[src/rtl/alu_pkg.sv]
// Shared definitions for the ALU command sequencer: ALU function codes,
// the sequencer state encoding and the default datapath width.
package alu_pkg;

   localparam int WIDTH_DEF = 16;

   localparam logic [1:0] FUN_ADD = 2'b00;
   localparam logic [1:0] FUN_SUB = 2'b01;
   localparam logic [1:0] FUN_AND = 2'b10;
   localparam logic [1:0] FUN_OR  = 2'b11;

   typedef enum logic [1:0] {
      IDLE = 2'b00,
      EXEC = 2'b01,
      RESP = 2'b10
   } state_t;

endpackage

[src/rtl/alu_regfile.sv]
// Small register file: two async operand read ports, one async debug read
// port, one synchronous write port, cleared by the asynchronous reset.
module alu_regfile
   import alu_pkg::*;
#(
   parameter int WIDTH = WIDTH_DEF,
   parameter int NREG  = 4,
   localparam int AW   = $clog2(NREG)
) (
   input  logic             clk,
   input  logic             rst_n,
   input  logic [AW-1:0]    rd_addr_a,
   output logic [WIDTH-1:0] rd_data_a,
   input  logic [AW-1:0]    rd_addr_b,
   output logic [WIDTH-1:0] rd_data_b,
   input  logic [AW-1:0]    dbg_addr,
   output logic [WIDTH-1:0] dbg_data,
   input  logic             wr_en,
   input  logic [AW-1:0]    wr_addr,
   input  logic [WIDTH-1:0] wr_data
);

   logic [WIDTH-1:0] mem [NREG];

   always_ff @(posedge clk or negedge rst_n) begin
      if (!rst_n) begin
         mem <= '{default: '0};
      end else if (wr_en) begin
         mem[wr_addr] <= wr_data;
      end
   end

   assign rd_data_a = mem[rd_addr_a];
   assign rd_data_b = mem[rd_addr_b];
   assign dbg_data  = mem[dbg_addr];

endmodule

[src/rtl/alu_op_sequencer.sv]
// Command-side driver for a combinational 16-bit ALU: accepts load/ALU
// commands, holds operands for ALU_LAT cycles, writes Z back and returns it.
module alu_op_sequencer
   import alu_pkg::*;
#(
   parameter int WIDTH   = WIDTH_DEF,
   parameter int NREG    = 4,
   parameter int ALU_LAT = 1,
   localparam int AW     = $clog2(NREG)
) (
   input  logic             clk,
   input  logic             rst_n,
   input  logic             cmd_valid,
   output logic             cmd_ready,
   input  logic             cmd_load,
   input  logic [1:0]       cmd_fun,
   input  logic [AW-1:0]    cmd_dst,
   input  logic [AW-1:0]    cmd_srca,
   input  logic [AW-1:0]    cmd_srcb,
   input  logic             cmd_imm_en,
   input  logic [WIDTH-1:0] cmd_imm,
   output logic [WIDTH-1:0] alu_a,
   output logic [WIDTH-1:0] alu_b,
   output logic [1:0]       alu_fun,
   input  logic [WIDTH-1:0] alu_z,
   output logic             res_valid,
   input  logic             res_ready,
   output logic [WIDTH-1:0] res_data,
   output logic [AW-1:0]    res_dst,
   output logic             res_zero,
   input  logic [AW-1:0]    dbg_addr,
   output logic [WIDTH-1:0] dbg_data
);

   localparam int CW = $clog2(ALU_LAT + 1);

   state_t           state;
   state_t           nextState;
   logic             accept;
   logic             capture;
   logic [CW-1:0]    count;
   logic [AW-1:0]    dstReg;
   logic [WIDTH-1:0] rdDataA;
   logic [WIDTH-1:0] rdDataB;
   logic             wrEn;
   logic [AW-1:0]    wrAddr;
   logic [WIDTH-1:0] wrData;

   alu_regfile #(.WIDTH(WIDTH), .NREG(NREG)) u_regfile (
      .clk       (clk),
      .rst_n     (rst_n),
      .rd_addr_a (cmd_srca),
      .rd_data_a (rdDataA),
      .rd_addr_b (cmd_srcb),
      .rd_data_b (rdDataB),
      .dbg_addr  (dbg_addr),
      .dbg_data  (dbg_data),
      .wr_en     (wrEn),
      .wr_addr   (wrAddr),
      .wr_data   (wrData)
   );

   always_ff @(posedge clk or negedge rst_n) begin
      if (!rst_n) begin
         state <= IDLE;
      end else begin
         state <= nextState;
      end
   end

   // Loads and ALU captures share the single write port; they never coincide.
   always_comb begin
      nextState = state;
      accept    = 1'b0;
      capture   = 1'b0;
      case (state)
         IDLE: begin
            if (cmd_valid && cmd_ready) begin
               accept    = 1'b1;
               nextState = cmd_load ? RESP : EXEC;
            end
         end
         EXEC: begin
            if (count == CW'(1)) begin
               capture   = 1'b1;
               nextState = RESP;
            end
         end
         RESP: begin
            if (res_ready) begin
               nextState = IDLE;
            end
         end
         default: nextState = IDLE;
      endcase
      wrEn   = (accept && cmd_load) || capture;
      wrAddr = capture ? dstReg : cmd_dst;
      wrData = capture ? alu_z : cmd_imm;
   end

   always_ff @(posedge clk or negedge rst_n) begin
      if (!rst_n) begin
         cmd_ready <= 1'b0;
         res_valid <= 1'b0;
         res_data  <= '0;
         res_dst   <= '0;
         res_zero  <= 1'b0;
         alu_a     <= '0;
         alu_b     <= '0;
         alu_fun   <= '0;
         dstReg    <= '0;
         count     <= '0;
      end else begin
         cmd_ready <= (nextState == IDLE);
         res_valid <= (nextState == RESP);
         if (accept && cmd_load) begin
            res_data <= cmd_imm;
            res_dst  <= cmd_dst;
            res_zero <= (cmd_imm == '0);
         end
         if (accept && !cmd_load) begin
            alu_a   <= rdDataA;
            alu_b   <= cmd_imm_en ? cmd_imm : rdDataB;
            alu_fun <= cmd_fun;
            dstReg  <= cmd_dst;
            count   <= CW'(ALU_LAT);
         end
         if (state == EXEC) begin
            count <= count - CW'(1);
         end
         if (capture) begin
            res_data <= alu_z;
            res_dst  <= dstReg;
            res_zero <= (alu_z == '0);
         end
      end
   end

endmodule

[config.mk]
export PLATFORM = sky130hd
export DESIGN_NAME = alu_op_sequencer
export DESIGN_NICKNAME = d
export VERILOG_FILES = /design/src/rtl/alu_pkg.sv /design/src/rtl/alu_regfile.sv /design/src/rtl/alu_op_sequencer.sv
export SDC_FILE = /design/constraint.sdc
export NUM_CORES = 1
export LEC_CHECK = 0
export CAP_MARGIN = 20
export CORE_UTILIZATION = 25
export CTS_CLUSTER_DIAMETER = 30
export DETAILED_ROUTE_END_ITERATION = 8
export GPL_ROUTABILITY_DRIVEN = 0
export HOLD_SLACK_MARGIN = 0.12
export PLACE_DENSITY = 0.53
export REMOVE_ABC_BUFFERS = 1
export SLEW_MARGIN = 20
export SYNTH_ARGS = -nofsm -noshare
export SYNTH_HDL_FRONTEND = slang
export SYNTH_SLANG_ARGS = --single-unit
[constraint.sdc]
create_clock -name clk -period 2.25 [get_ports clk]
set_clock_uncertainty 0.05 [all_clocks]
set_input_delay 0.45 -clock clk [delete_from_list [all_inputs] [get_ports clk]]
set_output_delay 0.45 -clock clk [all_outputs]
set_load 0.05 [all_outputs]
run_1/wires.png
Only two layers are drawn.
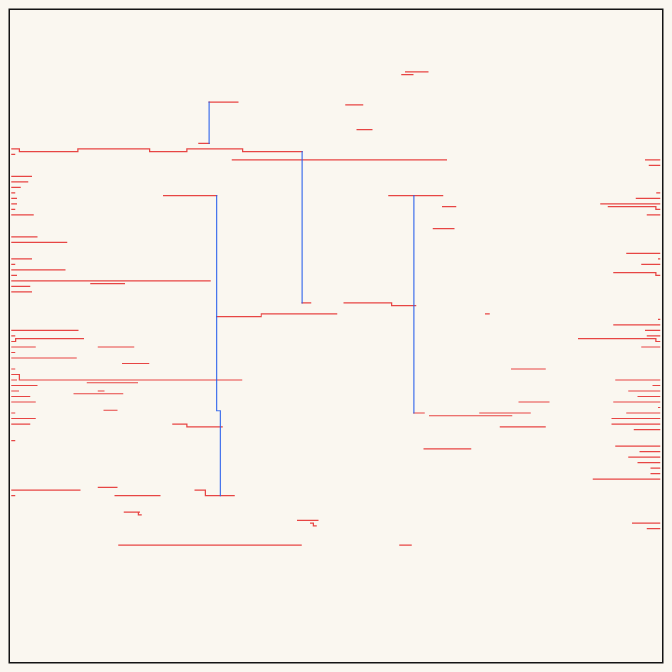
metal 3: marked red, wire length 992 µm. metal 4: marked blue, wire length 176 µm.

run_1/congestion.png
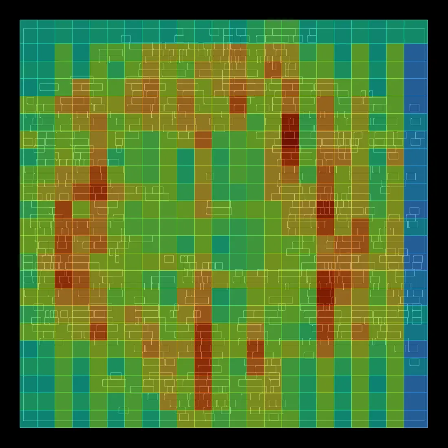
Final Util: 35.1%
global routing usage on met1: 21.1%
GR peak layer: met2
average wire per standard cell: 21.0 µm
met3 usage: 3.62%

run_1/flops_by_reg.png
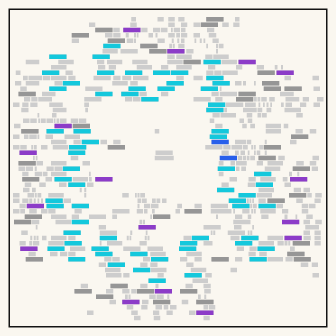
`alu_b`: marked purple, sequential cells 16, where all over the die. `dstReg`: marked blue, sequential cells 2. `u_regfile.mem`: marked cyan, sequential cells 64.

run_1/io_placement.png
Pins as bars across the die edge, other pins in gray.
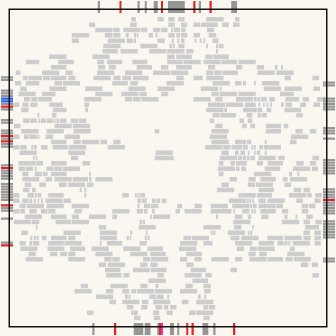
`cmd_srcb`: marked blue, pins 2, direction input, edge left. `res_zero`: marked magenta, pins 1, direction output, edge bottom. `res_data`: marked red, pins 16, direction output, edge 6 left, 5 bottom, 4 top, 1 right.

==> run_results.csv, run 1 <==
group,metric,value,unit
power_and_ir_drop,peakVddDrop,0.000936,V
finish,fill_cells,2390,
clocking,cts_resized,4,
synthesis,netlist_area,6330,µm²
clocking,clk_pin_slew,60,ps
critical_path,arrival,1710,ps
synthesis,async_reset_ff_share,100,%
synthesis,flop_cell,"dfrtp_1",
synthesis,ys_types,31,
finish,syn_to_final_growth,36.3,%
floorplan,fp.dieW,161,µm
grt,use_met2,24.4,%
synthesis,synth_area_per_cell,14.1,µm²
grt,grt_pass1_wl,29300,µm
detailed_routing,routed_wirelength,19300,µm
detailed_routing,drt_iter0_drc,188,
sta,finalCritPeriodShare,98.3,%
sta,period_needed,2210,ps
synthesis,yosys_cells,449,
critical_path,crit_fanout,16,
clocking,post-cts-setup-buffers,0,
clocking,holdBufCountCts,0,
critical_path,critPathKind,"in -> out",
placement,io_buffers,118,
critical_path,worstPathRequired,1750,ps
floorplan,core,24600,µm²
grt,grt_pass1_vias,4654,
sta,finalMaxSlewViolations,0,
floorplan,rows,57,
floorplan,die_y,161,µm
run,max-cap-violations,0,
detailed_routing,vias,4369,
run,warning_count,28,
finish,stdcell_count,920,
floorplan,die_area,26000,µm²
run_status,outcome,"complete, no violations",
synthesis,ys_seq_share,49.0,%
synthesis,synth_flops,124,
sta,hold_ws,89.3,ps
grt,antenna_found_initial,1,
clocking,htree_levels,4,
sta,max_freq,452,MHz
finish,drive_above_1_share,37.0,%
finish,fin_nets,632,
sta,setup_violations,0,
sta,report.final.hold_viol_count,0,
floorplan,fp_util,25.7,%
clocking,cts_num_sinks,124,
run 1: sequential cells by signal, summed over array words and instances (netlist names), 2 cells and up:
name	cells
alu_b	16
u_regfile.mem	64
alu_a	16
res_dst	2
alu_fun	2
dstReg	2
res_data	16
state	2
run 1: through the flow:
stage	cell area, µm²	worst slack, ps
final	8630	39.0
after detailed placement	8040	-214
after floorplan	6150	-309
after global placement	8040	-187
after global routing	8630	7.83
after CTS	8630	27.8
run 1: logic make-up (layout without fill, tap and decap cells):
logic type	after synthesis	count (layout)	synth area share, %
muxes	165	165	37.6
DFF	124	124	49.0
and+or+nand+nor	98	98	7.29
buffers and inverters	33	179	2.90
AOI/OAI and AO/OA	29	29	3.24
other	0	1	0
run 1: area by class of cell:
class	count	area, µm²	share of cell area, %
antenna	1	2.50	0.0290
clock buffer	24	492	5.70
clock inverter	6	62.6	0.725
inverter	1	3.75	0.0435
multi-input combinational	292	3050	35.3
sequential	124	3100	36.0
tap	324	405	4.70
timing repair buffer	148	1510	17.5
run 1: placed cells by master, fill, tap and decap left out, types with 3 or more instances in the layout:
cell	instances
clkdlybuf4s50_1	100
buf_4	36
a21oi_1	3
nor3b_1	4
nand2_1	69
mux2_1	11
mux4_2	48
clkbuf_8	4
clkinvlp_4	3
buf_12	10
dfrtp_1	124
mux2i_1	16
o21ai_0	16
nor2_1	5
clkbuf_1	3
clkbuf_16	17
mux2_2	90
nor3_1	3
o21ai_4	3
nor4_1	8
run 1: final timing paths:
| path | from | end | slack (ps) | depth (start not counted) |
|---|---|---|---|---|
| min in group clk | alu_b[15] | alu_b[15] | 430 | 2 |
| worst min-delay path | rst_n | u_regfile.mem[18] | 90 | 2 |
| worst max register to register | state[1] | u_regfile.mem[14] | 100 | 4 |
| max in group asynchronous | rst_n | u_regfile.mem[39] | 1510 | 2 |
| worst max-delay path | dbg_addr[1] | dbg_data[2] | 40 | 4 |
| worst min register to register | alu_b[15] | alu_b[15] | 430 | 2 |
run 1: synth_stat cells, drive strengths merged (2+ instances only):
cell type    n  share of area (%)
nor2         5               0.30
a31oi        2               0.20
a21oi        4               0.49
nand2       69                4.1
nand4        2               0.20
nor3         3               0.24
mux4        48                 17
mux2i       16                2.5
a2bb2oi      2               0.28
nor3b        4               0.47
buf         20                2.1
dfrtp      124                 49
and3         2               0.20
mux2       101                 18
o21ai       19                2.0
clkbuf      12               0.71
nor4         8               0.79
run 1: layer usage:
layer / share of wire (%) / wire, µm / vias up
met2: 47 / 9170 / 147
met4: 0.91 / 176 / 0
li1: - / - / 1959
met1: 46 / 8970 / 2252
met5: 0 / 0 / -
met3: 5.1 / 991 / 11
run 1: where the power goes:
group          switching (mW)  leakage (nW)  internal [mW]  total (mW)
logic                    3.77          1.85           2.85        6.62
registers               0.875          1.51           3.34        4.22
clock network            1.00         0.264           1.62        2.62
total                    5.65          3.62           7.81        13.5
run 1: critical path, cell delays in order:
cell	delay, ps
clkdlybuf4s50_1	520
buf_12	190
mux4_2	330
buf_4	210
==> inputs of run 2 (changes only) <==
SYNTH_HIERARCHICAL = 1   (was not set)
run_2/flops_by_reg.png
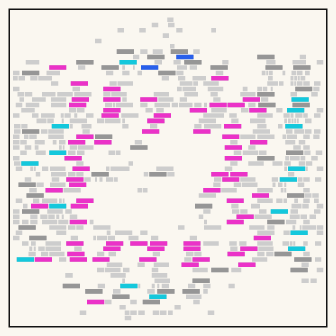
`u_regfile/mem`: marked magenta, sequential cells 64. `dstReg`: marked blue, sequential cells 2. `alu_b`: marked cyan, sequential cells 16.

run_2/io_placement.png
Pins as bars across the die edge, other pins in gray.
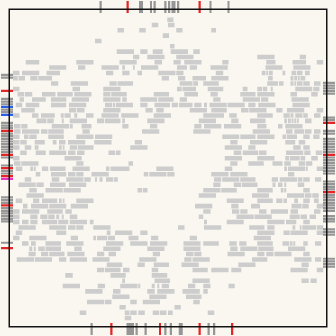
`res_zero`: marked magenta, pins 1, direction output, edge left. `res_data`: marked red, pins 16, direction output, edge 7 left, 4 bottom, 3 right, 2 top. `cmd_srcb`: marked blue, pins 2, direction input, edge left.

run_2/wires.png
Only two layers are drawn.
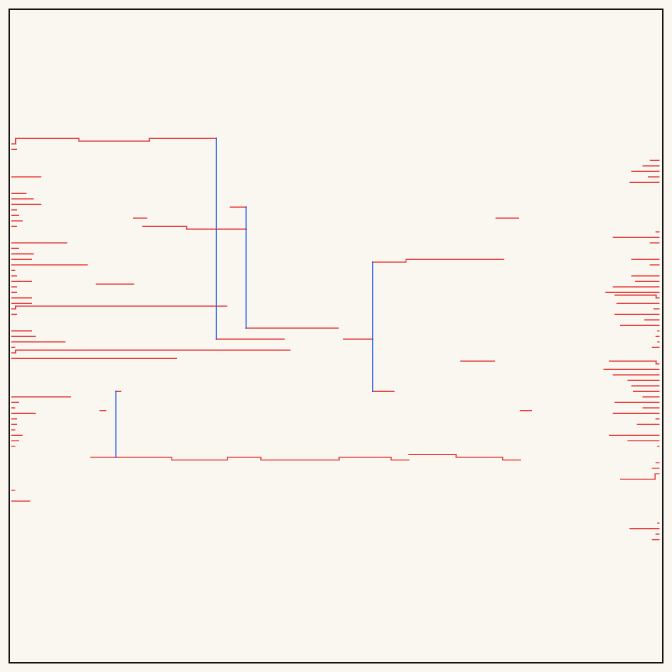
metal 3: marked red, wire length 897 µm. metal 4: marked blue, wire length 128 µm.

==> run_results.csv, run 2 <==
group,metric,value,unit
critical_path,setup.worst_path.start,"dbg_addr[1]",
clocking,clk_pin_slew,50,ps
detailed_routing,vias,4132,
placement,placed_area,8110,µm²
synthesis,synth_area_per_cell,15.7,µm²
synthesis,synth.most_common_cell,"dfrtp_1",
finish,comb_area,3060,µm²
run_status,outcome,"complete, no violations",
finish,fill_cells,2345,
critical_path,path_cells,"clkdlybuf4s50_1, buf_12, mux4_2, buf_4",
critical_path,max_stage_delay,500,ps
grt,antenna_found_initial,0,
clocking,htree_levels,4,
finish,syn_to_final_growth,36.7,%
synthesis,ys_seq_share,48.9,%
synthesis,top_area_share,48.9,%
floorplan,core,24600,µm²
critical_path,r2r_end,"u_regfile/mem[51]",
detailed_routing,routed_wirelength,18300,µm
placement,pre_cts_ws,-193,ps
critical_path,reg2reg_depth,6,
critical_path,reg2reg_from,"state[0]",
sta,setup_violations,0,
synthesis,ys_types,28,
floorplan,fp_util,25.8,%
detailed_routing,wire_per_inst,20.8,µm
clocking,cts_num_sinks,124,
synthesis,synth_flops,124,
synthesis,async_reset_ff_share,100,%
run,warning_count,25,
finish,layout_top_cells,"124 x dfrtp_1, 102 x mux2_2, 99 x clkdlybuf4s50_1",
synthesis,yosys_cells,404,
grt,grt_pass1_vias,4522,
sta,max_freq,455,MHz
sta,finalCritPeriodShare,97.7,%
finish,fin_nets,591,
finish,drive_above_1_share,46.0,%
critical_path,reg2reg_slack,140,ps
finish,fin_area,8680,µm²
sta,layout_setup_ws,51.9,ps
-- run 2: netlist changes by cell type in the layout (fill, tap and decap cells not counted), moves of 4 or more --
| cell | before | now |
|---|---|---|
| nor3b_1 | 4 | 0 |
| mux2_4 | 0 | 19 |
| buf_12 | 10 | 14 |
| clkinv_2 | 2 | 7 |
| nand2_1 | 69 | 18 |
| mux2_1 | 11 | 0 |
| mux2_2 | 90 | 102 |
-- run 2: logic make-up (layout without fill, tap and decap cells) --
group                  count (synthesis)  in the layout  synth area share, %
muxes                                185            185                 42.2
DFF                                  124            124                 48.9
and+or+nand+nor                       40             40                 3.84
buffers and inverters                 30            180                 3.00
AOI/OAI and AO/OA                     25             25                 2.11
-- run 2: area by class of cell --
cell class	instances	share of cell area, %
Clock buffer	21	5.31
Inverter	1	0.0433
Multi-Input combinational cell	250	35.3
Timing Repair Buffer	149	18.1
Tap cell	324	4.67
Clock inverter	9	0.836
Sequential cell	124	35.8
-- run 2: worst max-delay path, delay by kind of cell --
kind / cells / cell delay, ps
buffers and inverters: 3 / 900
multiplexers: 1 / 330
-- run 2: through the flow --
| stage | std cells | hold WS (ps) |
|---|---|---|
| 2_1_floorplan | 375 | 104 |
| 3_3_place_gp | 846 | 206 |
| 3_5_place_dp | 846 | 207 |
| 4_1_cts | 878 | 306 |
| 5_1_grt | 878 | 295 |
| 6_report | 878 | 331 |
-- run 2: how the worst max path moves through the flow --
stage                         to  cells after the start
2_1_floorplan  u_regfile/mem[48]                      4
3_3_place_gp         dbg_data[1]                      4
3_5_place_dp            res_zero                      6
4_1_cts              dbg_data[0]                      4
5_1_grt              dbg_data[0]                      4
6_report            dbg_data[15]                      4
-- run 2: timing repair --
action	in CTS	in global routing
hold buffers	1	0
endpoints found under the setup margin	16	0
endpoints found under the hold margin	124	0
resized	4	0
-- run 2: layer usage --
layer  up-vias  track usage, %  part of all wire [%]
met5         -               0                     0
met4         0            3.60                  0.69
met1      2168            20.8                    48
met2       115            23.2                    46
met3        10            4.34                   4.9
li1       1839               -                     -
-- run 2: power breakdown --
| group | internal [mW] | total [mW] | switching (mW) | leakage [nW] |
|---|---|---|---|---|
| logic | 2.96 | 6.60 | 3.64 | 1.86 |
| registers | 3.33 | 4.18 | 0.846 | 1.50 |
| clock network | 1.55 | 2.52 | 0.977 | 0.268 |
==> inputs of run 3 (changes only) <==
SLEW_MARGIN = not set   (was 20)
run_3/layer_met3.png
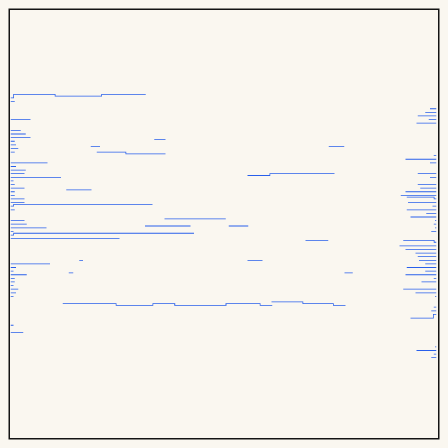
The layer holds 4.9% of the routed length. The longest straight run is 67.9 µm. The layer carries 897 µm of wire. The wires run mostly horizontal. 95 nets have wire on it.

run_3/congestion.png
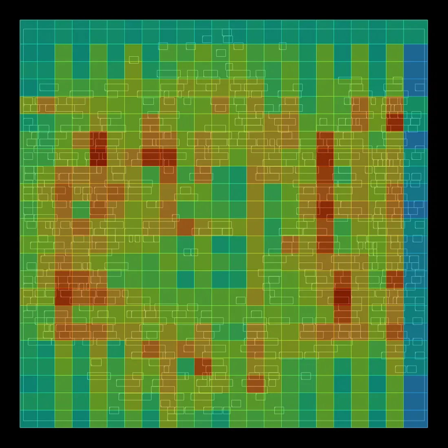
met3 usage: 4.34%
average wire per standard cell: 20.8 µm
Final Util: 35.3%
global routing usage on met1: 20.8%

run_3/io_placement.png
Pins as bars across the die edge, other pins in gray.
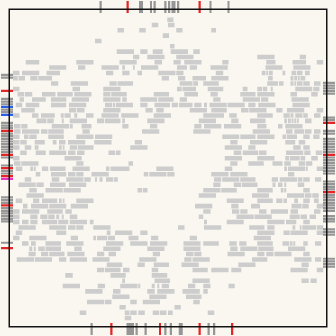
`res_data`: marked red, pins 16, direction output, edge 7 left, 4 bottom, 3 right, 2 top. `cmd_srcb`: marked blue, pins 2, direction input, edge left. `res_zero`: marked magenta, pins 1, direction output, edge left.
All pins by edge: 46 right, 42 left, 17 bottom, 14 top.

==> run_results.csv, run 3 <==
group,metric,value,unit
placement,io_buffers,118,
critical_path,cp_top_family,"buffers and inverters",
critical_path,r2r_end,"u_regfile/mem[51]",
critical_path,slowest_stage,"clkdlybuf4s50_1",
finish,fill_cells,2345,
finish,fin_nets,591,
finish,syn_to_final_growth,36.7,%
synthesis,top_cells_by_count,"124 x dfrtp_1, 102 x mux2_2, 48 x mux4_2, 19 x mux2_4, 18 x nand2_1",
floorplan,rows,57,
grt,grt_pass1_vias,4522,
synthesis,flop_cell,"dfrtp_1",
power_and_ir_drop,intPower,7.84,mW
synthesis,async_reset_ff_share,100,%
synthesis,synth_flops,124,
sta,period_needed,2200,ps
finish,stdcell_count,878,
power_and_ir_drop,sw_frac_of_total,41.1,%
critical_path,worstPathRequired,1750,ps
run_status,outcome,"complete, no violations",
sta,hold_ws,331,ps
critical_path,critPathKind,"in -> out",
power_and_ir_drop,pwr-share-comb,49.6,%
critical_path,reg2reg_slack,140,ps
clocking,cts_num_sinks,124,
floorplan,core,24600,µm²
sta,finalCritPeriodShare,97.7,%
power_and_ir_drop,p_sw,5.46,mW
finish,largest_reg_flops,64,
critical_path,reg2reg_from,"state[0]",
critical_path,reg2reg_depth,6,
floorplan,fp.dieW,161,µm
finish,layout_top_cells,"124 x dfrtp_1, 102 x mux2_2, 99 x clkdlybuf4s50_1",
placement,dp_cells,846,
clocking,clk_pin_slew,50,ps
==> run 3: cell counts in the layout (fill, tap and decap cells not counted) <==
Identical to the previous run, type by type.
==> run 3: metrics by stage <==
| stage | setup WS (ps) | area [µm²] | power (mW) |
|---|---|---|---|
| 3_3_place_gp | -192 | 8110 | 10.7 |
| 5_1_grt | 16.5 | 8680 | 14.0 |
| 6_report | 51.9 | 8680 | 13.3 |
| 3_5_place_dp | -193 | 8110 | 10.9 |
| 2_1_floorplan | -1140 | 6160 | 8.54 |
| 4_1_cts | 49.4 | 8680 | 13.5 |
==> run 3: kinds of logic (layout without fill, tap and decap cells) <==
group	count (synthesis)	after routing	synth area share, %
compound gates	25	25	2.11
flops	124	124	48.9
simple gates	40	40	3.84
buf+inv	30	180	3.00
mux	185	185	42.2
==> run 3: final cells by class <==
| class | count | area, µm² | area share [%] |
|---|---|---|---|
| flip-flops and latches | 124 | 3100 | 35.8 |
| inverters | 1 | 3.75 | 0.0433 |
| clock buffers | 21 | 460 | 5.31 |
| repair buffers | 149 | 1570 | 18.1 |
| clock inverters | 9 | 72.6 | 0.836 |
| multi-input cells | 250 | 3060 | 35.3 |
| well taps | 324 | 405 | 4.67 |
==> run 3: metal layers <==
layer | track usage, % | vias to the layer above | share of wire (%)
met2 | 23.2 | 115 | 46
met1 | 20.8 | 2168 | 48
met4 | 3.60 | 0 | 0.69
met3 | 4.34 | 10 | 4.9
met5 | 0 | - | 0
li1 | - | 1839 | -
==> run 3: worst register-to-register path: cells and delay by family, from the launching register on <==
kind,cells,cell delay [ps]
muxes,2,740
and+or+nand+nor,3,560
DFF,1,440
buffers and inverters,1,210
==> run 3: worst max path at each step <==
stage	endpoint	slack [ps]	cells after the start
4_1_cts	dbg_data[0]	50	4
3_5_place_dp	res_zero	-190	6
2_1_floorplan	u_regfile/mem[48]	-1140	4
5_1_grt	dbg_data[0]	20	4
6_report	dbg_data[15]	50	4
3_3_place_gp	dbg_data[1]	-190	4
==> run 3: power groups by stage <==
stage / combinational [mW] / clock, mW / sequential, mW
floorplan: 2.91 / 0 / 5.64
global placement: 6.58 / 0 / 4.13
detailed placement: 6.65 / 0 / 4.21
CTS: 6.68 / 2.61 / 4.18
global route: 6.96 / 2.72 / 4.35
finish: 6.60 / 2.52 / 4.18
==> run 3: repair_timing <==
item | in CTS | in global routing
setup endpoints to repair | 16 | 0
endpoints found under the hold margin | 124 | 0
buffers inserted | 0 | 0
gates resized | 4 | 0
hold buffers | 1 | 0
Power and IR drop assume default switching activity.
